<file path="src/rtl/pmem_arb_pkg.sv">
// Shared types and default widths for the physical-memory arbiter.
package pmem_arb_pkg;

  localparam int unsigned PMEM_ADDR_W = 32;
  localparam int unsigned PMEM_LINE_W = 256;
  localparam int unsigned PMEM_CNT_W  = 32;

  typedef enum logic [1:0] {
    IDLE    = 2'd0,
    GNT_I   = 2'd1,
    GNT_D   = 2'd2,
    RELEASE = 2'd3
  } arb_state_t;

  typedef enum logic {
    REQ_I = 1'b0,
    REQ_D = 1'b1
  } requester_t;

endpackage

</file>
<file path="src/rtl/pmem_arbiter.sv">
// Round-robin arbiter sharing one physical-memory port between the L1 I-cache and D-cache.
// One line transaction at a time; command is latched at grant and held until pmem_resp.
module pmem_arbiter
  import pmem_arb_pkg::*;
#(
  parameter int unsigned ADDR_W = PMEM_ADDR_W,
  parameter int unsigned LINE_W = PMEM_LINE_W,
  parameter int unsigned CNT_W  = PMEM_CNT_W
) (
  input  logic              clk,
  input  logic              rst,
  input  logic              i_pmem_read,
  input  logic [ADDR_W-1:0] i_pmem_address,
  output logic [LINE_W-1:0] i_pmem_rdata,
  output logic              i_pmem_resp,
  input  logic              d_pmem_read,
  input  logic              d_pmem_write,
  input  logic [ADDR_W-1:0] d_pmem_address,
  input  logic [LINE_W-1:0] d_pmem_wdata,
  output logic [LINE_W-1:0] d_pmem_rdata,
  output logic              d_pmem_resp,
  output logic              pmem_read,
  output logic              pmem_write,
  output logic [ADDR_W-1:0] pmem_address,
  output logic [LINE_W-1:0] pmem_wdata,
  input  logic [LINE_W-1:0] pmem_rdata,
  input  logic              pmem_resp,
  output logic [CNT_W-1:0]  i_grant_count,
  output logic [CNT_W-1:0]  d_grant_count
);

  arb_state_t        state_q,   state_d;
  requester_t        rr_last_q, rr_last_d;
  logic              read_q,    read_d;
  logic              write_q,   write_d;
  logic [ADDR_W-1:0] addr_q,    addr_d;
  logic [LINE_W-1:0] wdata_q,   wdata_d;
  logic [CNT_W-1:0]  i_cnt_q,   i_cnt_d;
  logic [CNT_W-1:0]  d_cnt_q,   d_cnt_d;

  logic req_i;
  logic req_d;
  logic grant_i;
  logic grant_d;

  // Tie goes to whichever side was not served last.
  always_comb begin
    req_i   = i_pmem_read;
    req_d   = d_pmem_read | d_pmem_write;
    grant_i = req_i & (~req_d | (rr_last_q == REQ_D));
    grant_d = req_d & ~grant_i;
  end

  // next_state_logic: state transitions, command latching and grant counting.
  always_comb begin
    state_d   = state_q;
    rr_last_d = rr_last_q;
    read_d    = read_q;
    write_d   = write_q;
    addr_d    = addr_q;
    wdata_d   = wdata_q;
    i_cnt_d   = i_cnt_q;
    d_cnt_d   = d_cnt_q;

    unique case (state_q)
      IDLE: begin
        if (grant_i) begin
          state_d   = GNT_I;
          rr_last_d = REQ_I;
          read_d    = 1'b1;
          write_d   = 1'b0;
          addr_d    = i_pmem_address;
          wdata_d   = '0;
          i_cnt_d   = (i_cnt_q == '1) ? i_cnt_q : i_cnt_q + CNT_W'(1);
        end else if (grant_d) begin
          // A read+write collision is illegal; the write-back is honoured.
          state_d   = GNT_D;
          rr_last_d = REQ_D;
          read_d    = ~d_pmem_write;
          write_d   = d_pmem_write;
          addr_d    = d_pmem_address;
          wdata_d   = d_pmem_wdata;
          d_cnt_d   = (d_cnt_q == '1) ? d_cnt_q : d_cnt_q + CNT_W'(1);
        end
      end
      GNT_I, GNT_D: begin
        // Memory cannot be aborted, so strobes hold until it answers.
        if (pmem_resp) begin
          state_d = RELEASE;
          read_d  = 1'b0;
          write_d = 1'b0;
        end
      end
      RELEASE: begin
        state_d = IDLE;
      end
      default: begin
        state_d = IDLE;
        read_d  = 1'b0;
        write_d = 1'b0;
      end
    endcase
  end

  // state_actions: route the memory response to the granted side only.
  always_comb begin
    i_pmem_resp  = 1'b0;
    i_pmem_rdata = '0;
    d_pmem_resp  = 1'b0;
    d_pmem_rdata = '0;
    unique case (state_q)
      GNT_I: begin
        i_pmem_resp  = pmem_resp;
        i_pmem_rdata = pmem_rdata;
      end
      GNT_D: begin
        d_pmem_resp  = pmem_resp;
        d_pmem_rdata = pmem_rdata;
      end
      default: begin
      end
    endcase
  end

  always_ff @(posedge clk) begin
    if (!rst) begin
      state_q   <= IDLE;
      rr_last_q <= REQ_D;
      read_q    <= 1'b0;
      write_q   <= 1'b0;
      addr_q    <= '0;
      wdata_q   <= '0;
      i_cnt_q   <= '0;
      d_cnt_q   <= '0;
    end else begin
      state_q   <= state_d;
      rr_last_q <= rr_last_d;
      read_q    <= read_d;
      write_q   <= write_d;
      addr_q    <= addr_d;
      wdata_q   <= wdata_d;
      i_cnt_q   <= i_cnt_d;
      d_cnt_q   <= d_cnt_d;
    end
  end

  assign pmem_read     = read_q;
  assign pmem_write    = write_q;
  assign pmem_address  = addr_q;
  assign pmem_wdata    = wdata_q;
  assign i_grant_count = i_cnt_q;
  assign d_grant_count = d_cnt_q;

`ifndef SYNTHESIS
  a_d_rw_exclusive : assert property (@(posedge clk) disable iff (!rst)
    !(d_pmem_read && d_pmem_write));
  a_strobe_exclusive : assert property (@(posedge clk) disable iff (!rst)
    !(pmem_read && pmem_write));
`endif

endmodule

</file>
<file path="config.mk">
export PLATFORM = sky130hd
export DESIGN_NAME = pmem_arbiter
export DESIGN_NICKNAME = d
export VERILOG_FILES = /design/src/rtl/pmem_arb_pkg.sv /design/src/rtl/pmem_arbiter.sv
export SDC_FILE = /design/constraint.sdc
export NUM_CORES = 1
export LEC_CHECK = 0
export ABC_AREA = 1
export CAP_MARGIN = 10
export CORE_AREA = 2 2 557 559
export DETAILED_ROUTE_END_ITERATION = 7
export DIE_AREA = 0 0 559 561
export SLEW_MARGIN = 30
export SYNTH_ARGS = -nofsm -noshare
export SYNTH_HDL_FRONTEND = slang
export SYNTH_SLANG_ARGS = --single-unit
</file>
<file path="constraint.sdc">
create_clock -name clk -period 2.1 [get_ports clk]
set_input_delay 0.42 -clock clk [delete_from_list [all_inputs] [get_ports clk]]
set_output_delay 0.42 -clock clk [all_outputs]
set_load 0.01 [all_outputs]
</file>
layer_met3.png
Drawn at 1 px/um.
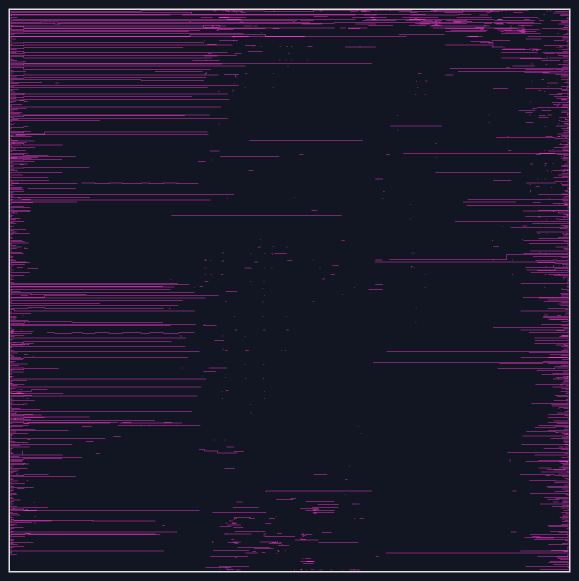
longest straight run = 361 um
main direction = horizontal
wire length on this layer = 31.9 mm
detailed-route via count: 27.7k
total wire length after detailed routing: 255000 um
met3 usage in global routing: 8.20%

clocks.png
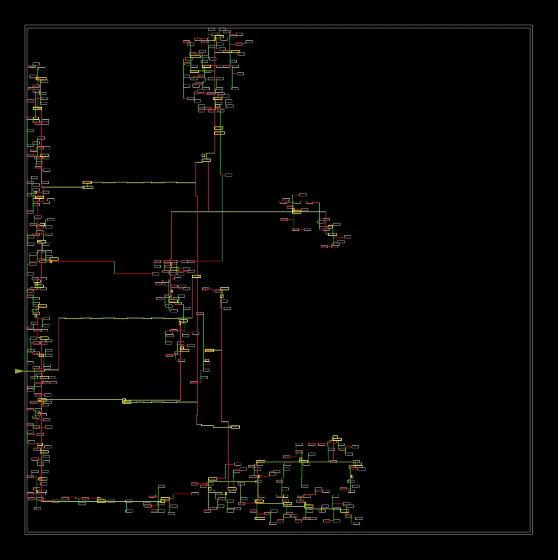
clock tree buffer count of the final layout: 62
Clock Skew: 0.0458 ns

metal_density.png
Drawn at 0.5 px/um. The die is cut into 28 by 28 equal tiles; black is low, pale yellow is high, scaled to the fullest tile. Values are wire area over tile area, all layers added.
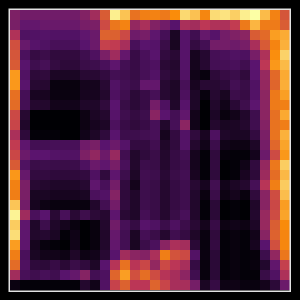
tiles over half the peak = 15%
densest ninth of the die = top right
nearly empty tiles = 7.7%

flops_by_reg.png
Drawn at 1 px/um. Other sequential cells in the stronger gray, the rest of the logic in the fainter gray.
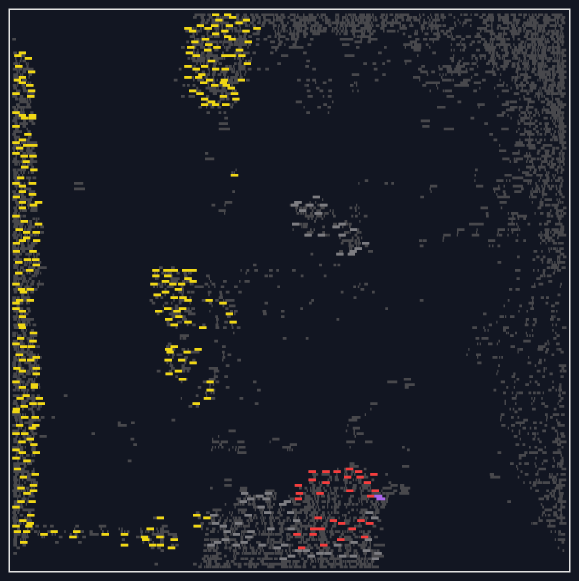
red -> i_grant_count  # flops 32, where bottom middle
yellow -> pmem_wdata  # flops 256
purple -> state_q  # flops 2
not colored = 67
final core area utilization: 14.6%
Seq group: 8.73 mW
register area: 7150 um2

==> run summary <==
Results of the flow run.

In the final layout, excluding clock buffers the buffer count is 1841. The gate count after technology mapping stands at 3102. The core outline area stands at 308000 um2. The flip-flop and latch share of the layout cell area stands at 15.9%. Adding up every negative setup slack in the final design gives -228.38 ns. The run finished, with violations left.

Excluding fillers, the count of instances in the completed layout stands at 9140. The cell count of the worst hold path stands at 3. The first-pass iteration count of the detailed router stands at 5. Per the final layout report, the fraction of cells sized above drive strength 1 comes to 22.9%. The final reports fail on negative setup slack. The number of nets handed over by synthesis was 3690.

The count of clock tree sinks stands at 357. In this run the worst hold path is classified as primary input to flip-flop. The transition at the pin with the smallest max-transition slack stands at 0.547 ns. Among cell families on the critical path, the largest total delay comes from buffers and inverters. The final timing report gives a worst setup slack of -0.666 ns. The DRC violation count after routing stands at 0. The clock transition time at the flip-flop clock pins of the worst setup and hold paths stands at 0.06 ns. The logic depth of the worst register-to-register path stands at 12.

Using the TritonRoute via totals, the vias-per-cell ratio works out to 3.03. The instance area at placement stands at 41100 um2. The number of rows in the core area stands at 204. The number of DRC markers after the initial detailed-route iteration stands at 1764. The last weighted congestion value of the routability-driven placer stands at 1.06. The post-cts gate resize count stands at 433. The remaining antenna violation count after routing stands at 0. Leaving out buffers and inverters, the combinational logic in the layout accounts for 8840 um2. The fmax stands at 0.362 GHz.

In this run switching power makes up 44.1% of total power. The number of maximum-capacitance violations recorded for the run is 0. The design received a total of 4120 well taps at floorplan. The cell-mix breakdown from Yosys lists the adder-cell area share as 0.403%. The setup slack on the worst flop-to-flop path stands at 0.02 ns.

By area, the combinational part of the netlist is dominated by simple AND/OR/NAND/NOR gates. The combinational-cell power consumption stands at 30.2 mW. In the layout the commonest cells are 1219 x sky130_fd_sc_hd__nand2_1, 901 x sky130_fd_sc_hd__clkdlybuf4s50_1, 523 x sky130_fd_sc_hd__inv_1, 355 x sky130_fd_sc_hd__dfxtp_1, 352 x sky130_fd_sc_hd__buf_4.

The worst endpoint required time stands at 1.68 ns. The clock network latency to the later pin of the worst-skew pair stands at 0.64 ns. The peak supply drop stands at 605 uV. The timing report gives the biggest stage delay along the critical path as 0.32 ns. Setup repair after global routing could not meet its margin everywhere. The most critical setup path has its startpoint at state_q[0]. For this design the ratio of total power to cell area is 1050 nW/um2.

The dominant power group in this design is combinational cells. STA classifies the critical path startpoint as a flip-flop. The total setup violations reported at the end of the flow stands at 603.
Power is estimated from default activity; no workload was simulated.
